### src/rtl/mux8way_rr_arbiter.sv
// Eight-way valid/ready round-robin merge onto one registered output channel.
// Optional packet lock (in_last/out_last) enabled by MUX8WAY_RR_ARBITER_LOCK_EN.
module mux8way_rr_arbiter #(
    parameter int WIDTH = 16
) (
    input  logic               clk,
    input  logic               reset,
    input  logic [8*WIDTH-1:0] in_data,
    input  logic [7:0]         in_valid,
    output logic [7:0]         in_ready,
`ifdef MUX8WAY_RR_ARBITER_LOCK_EN
    input  logic [7:0]         in_last,
    output logic               out_last,
`endif
    output logic [WIDTH-1:0]   out_data,
    output logic [2:0]         out_sel,
    output logic               out_valid,
    input  logic               out_ready
);

    logic [2:0]       ptr;
    logic             can_load;
    logic             grant_found;
    logic [2:0]       grant_idx;
    logic [2:0]       cand;
    logic             xfer;
    logic [WIDTH-1:0] win_data;

`ifdef MUX8WAY_RR_ARBITER_LOCK_EN
    localparam logic [0:0] ARB  = 1'b0;
    localparam logic [0:0] LOCK = 1'b1;

    logic [0:0] state;
    logic [2:0] lock_ch;
`endif

    assign can_load = !out_valid || out_ready;

    always_comb begin
        grant_found = 1'b0;
        grant_idx   = '0;
        cand        = '0;
`ifdef MUX8WAY_RR_ARBITER_LOCK_EN
        if (state == LOCK) begin
            // Locked: only the owning channel may win, even while it is idle.
            grant_found = in_valid[lock_ch];
            grant_idx   = lock_ch;
        end else begin
`endif
            for (int unsigned k = 0; k < 8; k++) begin
                cand = ptr + k[2:0];
                if (!grant_found && in_valid[cand]) begin
                    grant_found = 1'b1;
                    grant_idx   = cand;
                end
            end
`ifdef MUX8WAY_RR_ARBITER_LOCK_EN
        end
`endif
    end

    assign xfer     = grant_found && can_load && !reset;
    assign in_ready = xfer ? (8'(1) << grant_idx) : '0;
    assign win_data = in_data[grant_idx*WIDTH +: WIDTH];

    always_ff @(posedge clk) begin
        if (reset) begin
            out_valid <= 1'b0;
            out_data  <= '0;
            out_sel   <= '0;
            ptr       <= '0;
`ifdef MUX8WAY_RR_ARBITER_LOCK_EN
            out_last  <= 1'b0;
            state     <= ARB;
            lock_ch   <= '0;
`endif
        end else if (xfer) begin
            out_valid <= 1'b1;
            out_data  <= win_data;
            out_sel   <= grant_idx;
`ifdef MUX8WAY_RR_ARBITER_LOCK_EN
            out_last  <= in_last[grant_idx];
            if (state == ARB) begin
                ptr <= grant_idx + 3'd1;
                if (!in_last[grant_idx]) begin
                    state   <= LOCK;
                    lock_ch <= grant_idx;
                end
            end else if (in_last[grant_idx]) begin
                state <= ARB;
                ptr   <= grant_idx + 3'd1;
            end
`else
            ptr       <= grant_idx + 3'd1;
`endif
        end else if (out_ready) begin
            out_valid <= 1'b0;
        end
    end

endmodule

### config.mk
export PLATFORM = sky130hd
export DESIGN_NAME = mux8way_rr_arbiter
export DESIGN_NICKNAME = d
export VERILOG_FILES = /design/src/rtl/mux8way_rr_arbiter.sv
export SDC_FILE = /design/constraint.sdc
export NUM_CORES = 1
export LEC_CHECK = 0
export CELL_PAD_IN_SITES_DETAIL_PLACEMENT = 1
export CELL_PAD_IN_SITES_GLOBAL_PLACEMENT = 2
export CORE_MARGIN = 4
export CORE_UTILIZATION = 24
export CTS_CLUSTER_SIZE = 28
export DETAILED_ROUTE_END_ITERATION = 8
export GPL_TIMING_DRIVEN = 0
export PLACE_DENSITY_LB_ADDON = 0.15
export RECOVER_POWER = 100
export SYNTH_ARGS = -nofsm -noshare
export SYNTH_HDL_FRONTEND = slang
export SYNTH_SLANG_ARGS = --single-unit
### constraint.sdc
create_clock -name clk -period 15.5 [get_ports clk]
set_input_delay 3.875 -clock clk [delete_from_list [all_inputs] [get_ports clk]]
set_output_delay 3.875 -clock clk [all_outputs]
set_load 0.1 [all_outputs]
Figure 1. Cells by drive strength (run 1).
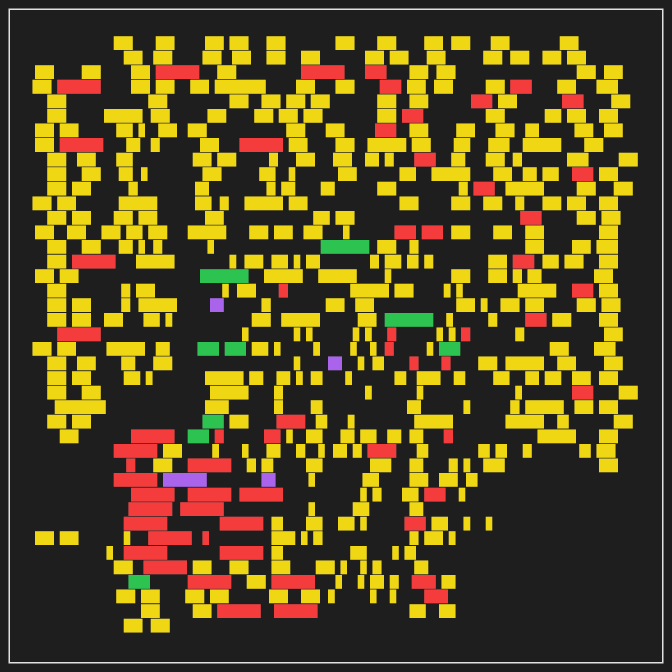
legend:
  x1 and smaller:
    color: yellow
    cells: 415
    share: 85%
  x6 and larger:
    color: green
    cells: 9
    share: 1.8%
  x3 and x4:
    color: purple
    cells: 4
    share: 0.82%
  x2:
    color: red
    cells: 60
    share: 12%
Non-clk bufs: 195
post-route design area: 5030 um2
Final WS setup: 1.79 ns
Synth-to-Final Area Change: 62.1%

Figure 2. Wire density map (run 1).
The die is cut into 24 by 24 equal tiles; dark blue is low, red is high, scaled to the fullest tile. Values are wire area over tile area, all layers added.
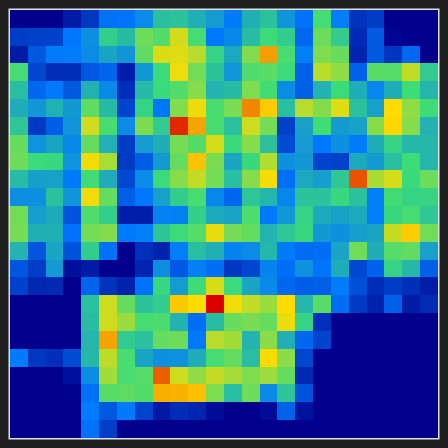
fullest tile: 0.44
densest ninth of the die: north
nearly empty tiles: 18%
final wirelength: 13,500 um
drt wl/cell: 20.4 um
Vias: 3,398

==> impl_metrics.toml, run 1 <==
# physical design summary
[status]
status = "finished with violations"
violations = "capacitance limit, slew limit"

[final_layout]
final_cells = 660
antenna_cells = 0
final_cell_mix = "clkdlybuf4s50_1, mux2i_1, dlygate4sd3_1, mux4_2, nand2_1"
final_util = 0.397
seq_area_um2 = 460

[power_and_ir_drop]
swShare = 0.566
power_frac_comb = 0.851
top_power_group = "combinational cells"
p_leak_nw = 2.00
ir_worst_vdd_uv = 78.1
internal_power_uw = 446
power_mw = 1.03
pg_comb_uw = 873
seqPwrFrac = 0.092

[synth]
top_cell_area_share = 0.188
synthMuxAreaShare = 0.438
simple_gate_share = 0.133
ys_sh_adder = 0.0121
synth.top_cells.by_area = "mux4_2, dfxtp_1, mux2i_1, mux2_2, nand2_1"
synth.logic.top_family = "multiplexers"
yosysWarnings = 0
synth_flops = 23
synthDistinctLibCells = 62

[sta]
fin_skew_ns = 0.00293
max-slew-margin-rel = -0.134
fmax_mhz = 73.0
post-route-period-util = 0.884
worst_pin_slew_ns = 1.68
final_max_slew_viol_count = 8
rsz0062_at_grt = "false"
setup_violations = 0
final_hold_viol_count = 0

[global_routing]
top_usage_layer = "met2"
grt_pass1_vias = 3612
gr-usage-met2 = 0.307
grt_util_met1 = 0.229

[placed_design]
place_inst = 656
gp_congestion = 0.827
io_buffers = 166
place_hpwl_um = 10800
place_worst_setup_slack_ns = 2.73

[setup_path]
worstSetupStartpointType = "input port"
critPathRequiredTime_ns = 11.62
crit_top_cell = "clkbuf_1"
arrival_ns = 9.83

[clocking]
cts_resized = 0
ctsRootBufferMaster = "clkbuf_16"
path_clk_slew_ns = 0.06
cts_setup_buffers = 0
cts_max_level = 1

[detailed_routing]
maxUsedRoutingLayer = "met4"
wl_met2_um = 6750
dr.pass1.iters = 4
drc_errors = 0
avgViaCountPerCell = 5.15

[floorplanning]
num_io_pins = 167
die_w_um = 122
die_area_um2 = 14800

[hold_path]
hold_path_class = "reg -> reg"

[run]
cap_violations = 1
Figure 3. Placed standard cells (run 1).
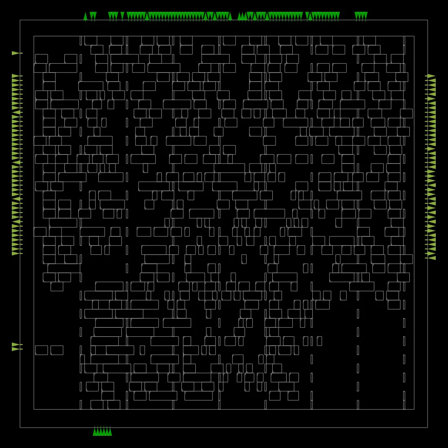
std cell rows: 41
Fill cells: 1,463
sequential share of cell area: 0.0915

Figure 4. Routed clock nets over the placement (run 1).
Bar = 20 um.
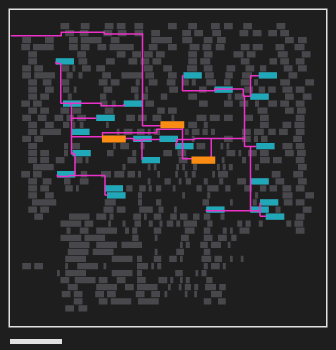
legend:
  flip-flops:
    color: cyan
    count: 23
  clock-net drivers:
    color: orange
    count: 3
  clock wires:
    color: magenta
    length: 459 um
routed clock nets: 4

-- run 1: cells by family (layout without fill, tap and decap cells) --
| family | count (synthesis) | in the layout |
|---|---|---|
| xor gates and xnor gates | 4 | 4 |
| adders and majority gates | 3 | 3 |
| and+or+nand+nor | 83 | 83 |
| AOI/OAI and AO/OA | 70 | 70 |
| muxes | 96 | 96 |
| DFF | 23 | 23 |
| buffers and inverters | 39 | 209 |
-- run 1: cells in the mapped netlist (3+ instances only) --
cell type and instances:
inv_1 8, a32oi_1 7, nand2_1 24, mux4_2 26, clkbuf_1 6, o21ai_0 3, mux2_1 5, mux2i_1 43
ha_1 3, o21a_1 3, buf_2 12, nor2_1 15, o211ai_1 7, nand3_1 10, nor3_1 11, and2_1 4
mux2_2 19, xor2_1 3, a21oi_1 6, buf_6 6, a211o_1 9, dfxtp_1 23, nand2b_1 3, o31ai_1 10
buf_4 4
-- run 1: state kept, by name, indices dropped and copies added, names as in the netlist --
register	flops
out_valid	1
ptr	3
out_sel	3
out_data	16
-- run 1: critical path, delay by kind of cell --
family	cells	cell delay, ns
AND-OR/OR-AND	4	1.85
AND/OR/NAND/NOR	1	0.23
buffers and inverters	6	3.22
multiplexers	2	0.64
-- run 1: final timing paths --
path,from,to,slack (ns),cells past startpoint
worst max-delay path,in_valid[1],in_ready[6],1.79,13
worst min-delay path,out_sel[2],out_sel[2],0.45,2
worst max register to register,ptr[1],out_data[12],9.30,17
worst min register to register,out_sel[2],out_sel[2],0.45,2
-- run 1: final cells by class --
cell class	count	share of cell area
multi-input cells	256	0.478
repair buffers	166	0.330
flip-flops and latches	23	0.0915
well taps	172	0.0427
plain buffers	29	0.0350
clock buffers	4	0.0157
inverters	10	0.00746
==> run 1 -> run 2 <==
--- a/config.mk
+++ b/config.mk
@@ -12,8 +12,10 @@
 export CTS_CLUSTER_SIZE = 28
 export DETAILED_ROUTE_END_ITERATION = 8
 export GPL_TIMING_DRIVEN = 0
+export MAX_ROUTING_LAYER = met4
 export PLACE_DENSITY_LB_ADDON = 0.15
 export RECOVER_POWER = 100
+export SLEW_MARGIN = 25
 export SYNTH_ARGS = -nofsm -noshare
 export SYNTH_HDL_FRONTEND = slang
 export SYNTH_SLANG_ARGS = --single-unit
Figure 5. Placed standard cells (run 2).
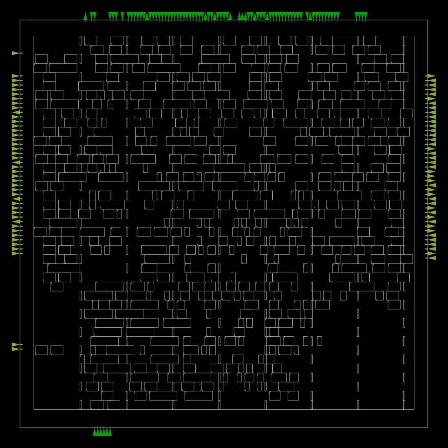
sequential share of cell area: 0.0916
final core occ: 0.397
Final Instance Count excl. Fillers: 660

Figure 6. Cells by drive strength (run 2).
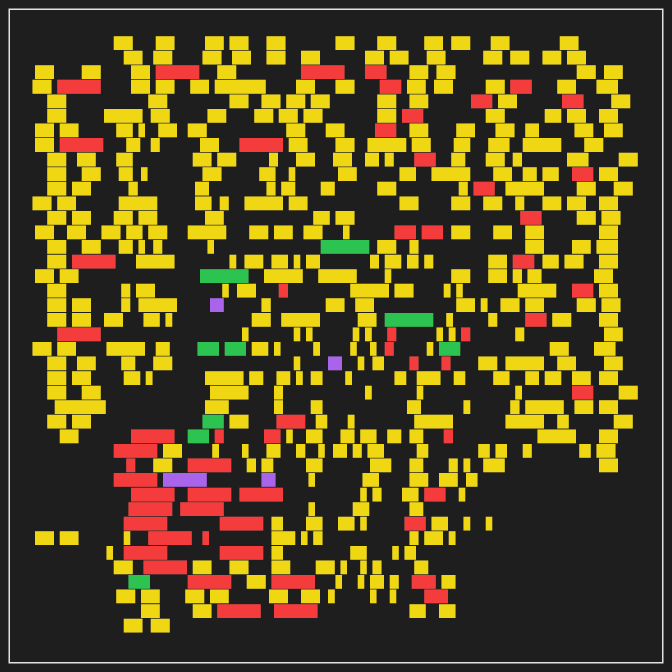
legend:
  x1 and smaller:
    color: yellow
    cells: 416
    share: 85%
  x2:
    color: red
    cells: 59
    share: 12%
  x6 and larger:
    color: green
    cells: 9
    share: 1.8%
  x3 and x4:
    color: purple
    cells: 4
    share: 0.82%

Figure 7. Sequential cells grouped by signal name (run 2).
Bar = 20 um. Other sequential cells in the stronger gray, the rest of the logic in the fainter gray.
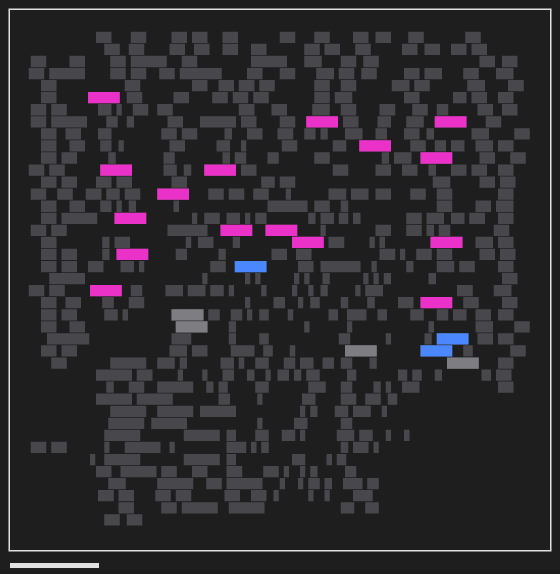
legend:
  out_sel:
    color: blue
    sequential_cells: 3
  out_data:
    color: magenta
    sequential_cells: 16
not colored: 4
Register Area: 460 um2
Seq group: 94.7 uW

==> impl_metrics.toml, run 2 <==
# physical design summary
[status]
status = "finished with violations"
violations = "capacitance limit, slew limit"

[placed_design]
place_hpwl_um = 10800
gp_congestion = 0.839
io_buffers = 166
place_inst = 656
place_worst_setup_slack_ns = 2.73

[sta]
fmax_mhz = 72.9
rsz0062_at_grt = "false"
final_hold_viol_count = 0
worst_pin_slew_ns = 1.69
final_max_slew_viol_count = 8
max-slew-margin-rel = -0.137
fin_skew_ns = 0.00446
setup_ws_ns = 1.79
setup_violations = 0
post-route-period-util = 0.885

[final_layout]
areaGrowthSynthToFinish_pct = 61.9
largest_reg_flops = 16
regMostFlops = "out_data"
drive_gt1_frac = 0.148
top_regs = "out_data (16), out_sel (3), ptr (3)"
stdcell_area_um2 = 5030
final_cell_mix = "clkdlybuf4s50_1, mux2i_1, dlygate4sd3_1, mux4_2, nand2_1"
antenna_cells = 0

[synth]
edf_count = 0
ys_sh_adder = 0.0121
synthDistinctLibCells = 62
synth.logic.top_family = "multiplexers"
yosysMostFrequentCell = "mux2i_1"
top_cells_by_count = "mux2i_1, mux4_2, nand2_1"
synth_flops = 23
syn_area_per_cell_um2 = 9.77
synthAoiAreaFrac = 0.186
synth.top_cells.by_area = "mux4_2, dfxtp_1, mux2i_1, mux2_2, nand2_1"
top_cell_area_share = 0.188
simple_gate_share = 0.133
synthMuxAreaShare = 0.438
yosysWarnings = 0
postSynthSeqShare = 0.148

[setup_path]
crit_chain = "clkdlybuf4s50_1, clkbuf_1, mux2i_1, mux4_2, a32o_1, o2111ai_1, o21ai_2, o21ai_0, buf_6, clkbuf_1, inv_1, nor3_1, clkdlybuf4s50_1"
endpoint = "in_ready[6]"
path_buffers = 6
r2r_start = "ptr[1]"
reg2reg_depth = 17
path_delay_family = "buffers and inverters"
crit_cells = 13
max_stage_delay_ns = 1.28
worstSetupStartpoint = "in_valid[1]"
arrival_ns = 9.83
worstSetupStartpointType = "input port"
r2r_end = "out_data[12]"
critPathRequiredTime_ns = 11.62
reg2reg_slack_ns = 9.24

[power_and_ir_drop]
ir_worst_vdd_uv = 77.6
power_frac_comb = 0.850
swShare = 0.565
power_mw = 1.02
top_power_group = "combinational cells"
pg_comb_uw = 871
p_sw_uw = 578
internal_power_uw = 446
seqPwrFrac = 0.093
power_density_nw_per_um2 = 204
p_leak_nw = 2.00

[floorplanning]
die_w_um = 122
num_io_pins = 167
die_area_um2 = 14800
row_count = 41

[hold_path]
min_from = "out_sel[2]"
hold_path_class = "reg -> reg"
min_delay_worst_endpoint = "out_sel[2]"
whs_path_depth = 2

[clocking]
cts_resized = 0
cts_num_sinks = 23
cts_setup_buffers = 0
ctsRootBufferMaster = "clkbuf_16"
ctsHoldBuffers = 0
path_clk_slew_ns = 0.06
cts_max_level = 1

[detailed_routing]
routed_wl_um = 13400
vias = 3409
dr.pass1.iters = 4
drc_errors = 0
routedWlPerCell_um = 20.3
avgViaCountPerCell = 5.17

[global_routing]
grt_pass1_vias = 3639
grt_pass1_wl_um = 20600

[run]
cap_violations = 1
==> run 2: cell types whose count changed in the layout (fill, tap and decap cells not counted) <==
| cell | change |
|---|---|
| dlygate4sd3_1 | -1 |
| clkdlybuf4s50_1 | +1 |
| o2111ai_2 | -1 |
| o2111ai_1 | +1 |
==> run 2: metal layers <==
layer  share of wire  vias to the layer above  GRT usage
met3           0.058                       11     0.0316
met1            0.42                     1671      0.231
met2            0.51                      125      0.310
met4           0.016                        0     0.0336
met5               0                        -          -
li1                -                     1602          -
==> run 2: cell type report <==
type,count,area (um2)
multi-input cells,256,2400
repair buffers,166,1660
inverters,10,37.5
plain buffers,29,176
fillers,1465,7640
clock buffers,4,78.8
flip-flops and latches,23,460
well taps,172,215
==> run 2: worst reg2reg max path, stage by stage (launching register included) <==
cell and delay, ns:
dfxtp_1 0.34, buf_2 0.26, buf_1 0.45, inv_1 0.20, ha_1 0.32, buf_4 0.18
buf_6 0.16, mux2i_1 0.14, mux4_2 0.50, a32o_1 0.35, o2111ai_1 0.21, o21ai_2 0.09
o21ai_0 1.28, buf_6 0.31, clkbuf_1 0.72, mux2i_1 0.29, o31ai_1 0.09, a211o_1 0.28
==> run 2: cells by family (layout without fill, tap and decap cells) <==
family | after synthesis | in the layout
muxes | 96 | 96
and+or+nand+nor | 83 | 83
xor gates and xnor gates | 4 | 4
adders and majority gates | 3 | 3
buffers and inverters | 39 | 209
AOI/OAI and AO/OA | 70 | 70
DFF | 23 | 23
==> run 2: through the flow <==
step	util	hold slack, ns
after floorplan	-	0.761
after global placement	0.393	0.433
after detailed placement	0.393	0.438
after CTS	0.400	0.449
after global routing	0.397	0.480
final	0.397	0.445
No activity file was given, so power comes from the tool's default toggle rates.
